congestion.png
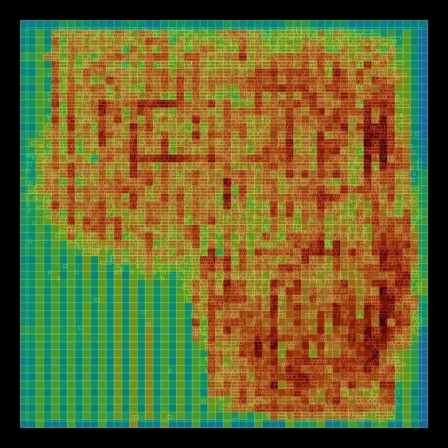
detail.png
Region (77, 257) to (102, 282) um. Cells in grey, sequential cells in the stronger grey; small squares are vias.
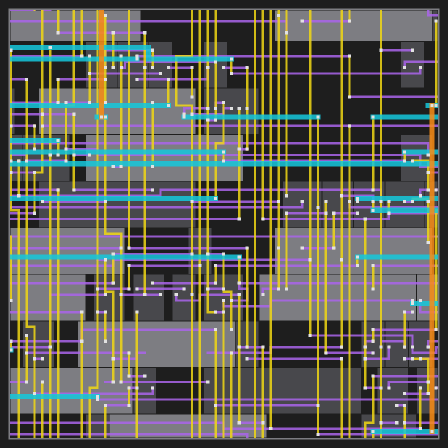
placement_by_type.png
Scale: 1 px per um.
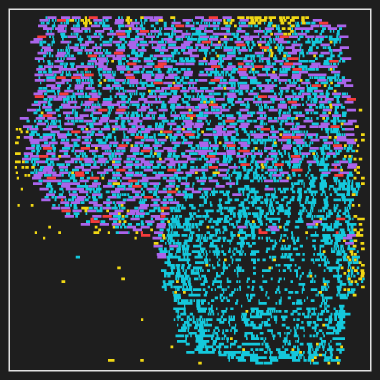
layer_met1.png
Scale: 1.5 px per um.
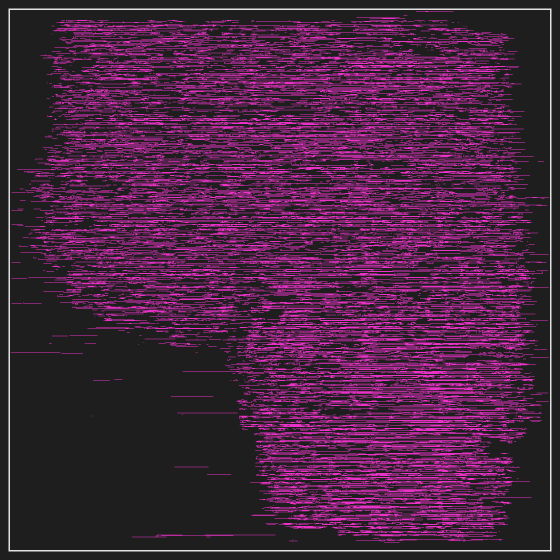
Design datapath, sky130hd; sources not shown.
==> GITHUB_STEP_SUMMARY <==
### Yosys + OpenROAD results

| Metric | Value |
|---|---|
| Status | `complete, no violations` |
| Number of OpenROAD warnings | `75` |
| Late-Pin Clk Latency | `0.67 ns` |
| Post-synth EDFFs | `0` |
| Placed Area | `48900 um2` |
| Max H-tree Level | `3` |
| Xor/xnor share | `1.37%` |
| Fmax | `0.0956 GHz` |
| Highest net fanout along the worst path | `28` |
| R2R depth | `21` |
| Final Hold Violating Endpoints | `0` |
| PortBufs | `118` |
| Pint | `0.00262 W` |
| Ant. Diodes | `2` |
| Vias in the first global route | `39800` |
| CLK BUF | `84` |
| Synth Instances | `5102` |
| Setup TNS | `0 ns` |
| Peak supply drop | `0.0540 mV` |
| Layout cells sized above 1 | `17.7%` |
| Avg Cell Area, Syn | `9.12 um2` |
| Synth top cell by count | `dfrtp_1` |
| Ys flop type | `dfrtp_1` |
| # resized after CTS | `0` |
| Hold depth | `1` |
| Worst path depth | `9` |
| Met1 wire length | `83200 um` |
| Logic area | `26800 um2` |
| Crit path required time | `23.98 ns` |
| Clock-pin slew on the worst setup and hold paths | `0.06 ns` |
| Largest net degree at the start of global routing | `180` |
| Initial antenna violation count | `9` |
| Max Used Layer | `met5` |
| Max Transition Viols Final | `0` |
| Remaining Overflow, GRT | `0` |
| Post-route ant nets | `0` |
| Max Cap Violations | `0` |
| Signal buffers | `283` |
| # Cells Yosys | `5102` |
| Chip Area | `130000 um2` |
| CTS sink count | `691` |
| Crit path time final | `10.46 ns` |
| DP Cell Count | `6522` |
| GR peak layer | `met2` |
| Critical-path cell list | `clkdlybuf4s50_1 -> buf_4 -> clkinv_1 -> nand3_1 -> buf_4 -> a21oi_1 -> o41ai_2 -> o311a_1 -> clkdlybuf4s50_1` |
| Drt via density | `6.41` |
| CP max stage cell | `clkdlybuf4s50_1` |
| Top cells, area | `dfrtp_1 (37%), mux2_2 (9.7%), a21oi_1 (5.9%)` |
| Final non-clock buffer share | `4.49%` |
| Startpoint Class | `input port` |
| CTS buffer count | `81` |
| Wire length on met3 | `20600 um` |
| P_leak | `20.8 nW` |
| Gr usage total | `29.6%` |
| Mux share | `16.3%` |
| Postcts setup bufs | `0` |
| Most used logic cell in the final layout | `dfrtp_1` |
| CP peak stage delay | `1.28 ns` |
| Final period util | `39.2%` |
| Met2 WL | `86900 um` |
| Top Ports | `121` |
| CP Buf/Inv Count | `5` |
| Post-CTS Hold Buffers | `0` |
| Root buffer cell | `clkbuf_16` |
| Non-clk invs | `141` |
| AO/OA Area Share | `22.5%` |
| Slew headroom | `3.37%` |
| Setup slack after layout | `16.24 ns` |
| Sequential Power Share | `31.4%` |
| Combinational share of cell area | `52.3%` |
| RD Place Congestion | `0.978` |
| Area Overhead vs Synth | `9.94%` |
| Synth Warn # | `6` |
| Met2 usage | `44.6%` |
| Core utilization before placement | `38.2%` |
| Power density over the cells | `91.9 nW/um2` |
| Die Y-Extent | `360 um` |
| Flop Count | `691` |
| Detailed Route Iter0 Violations | `5310` |
| Comb pwr share | `47.5%` |
| ClkCell Share | `4.33%` |
| Area leader, netlist | `dfrtp_1` |
| Psw | `0.00208 W` |
| RSZ-0062 raised after global routing | `no` |
| DRC Markers | `0` |
| Synthesized registers | `691` |
| Comb power | `0.00223 W` |
| First-pass GRT wire length | `288000 um` |
| Post-synth ARST share | `100%` |
| Comb area leader | `AND-OR/OR-AND gates` |
Notes on congestion.png above:
fin util: 42.0%
DR WL/cell: 30.1 um
met3 Track Usage GR: 8.07%

Notes on detail.png above:
- yellow: metal 2
- orange: metal 4
- purple: metal 1
- cyan: metal 3
- cells with their middle in the window: 40
- sequential cells in the window: 10
- most frequent: dfrtp_1 (10), nor2_1 (8), a21oi_1 (7)

Notes on placement_by_type.png above:
- yellow: remaining buffers and delay cells (cells 283)
- red: clock drivers and dummy loads (cells 95)
- cyan: combinational and other logic (cells 3923)
- purple: sequential cells (cells 691)
fraction of area in registers: 33.8%
post-route cell area: 51200 um2
Rows: 128

Notes on layer_met1.png above:
- longest straight run: 97.1 um
- main direction: horizontal
- nets with wire on the layer: 4823
M1 GR Usage: 40.9%
DR vias: 42500
drt total wl: 199000 um

Power is estimated from default activity; no workload was simulated.
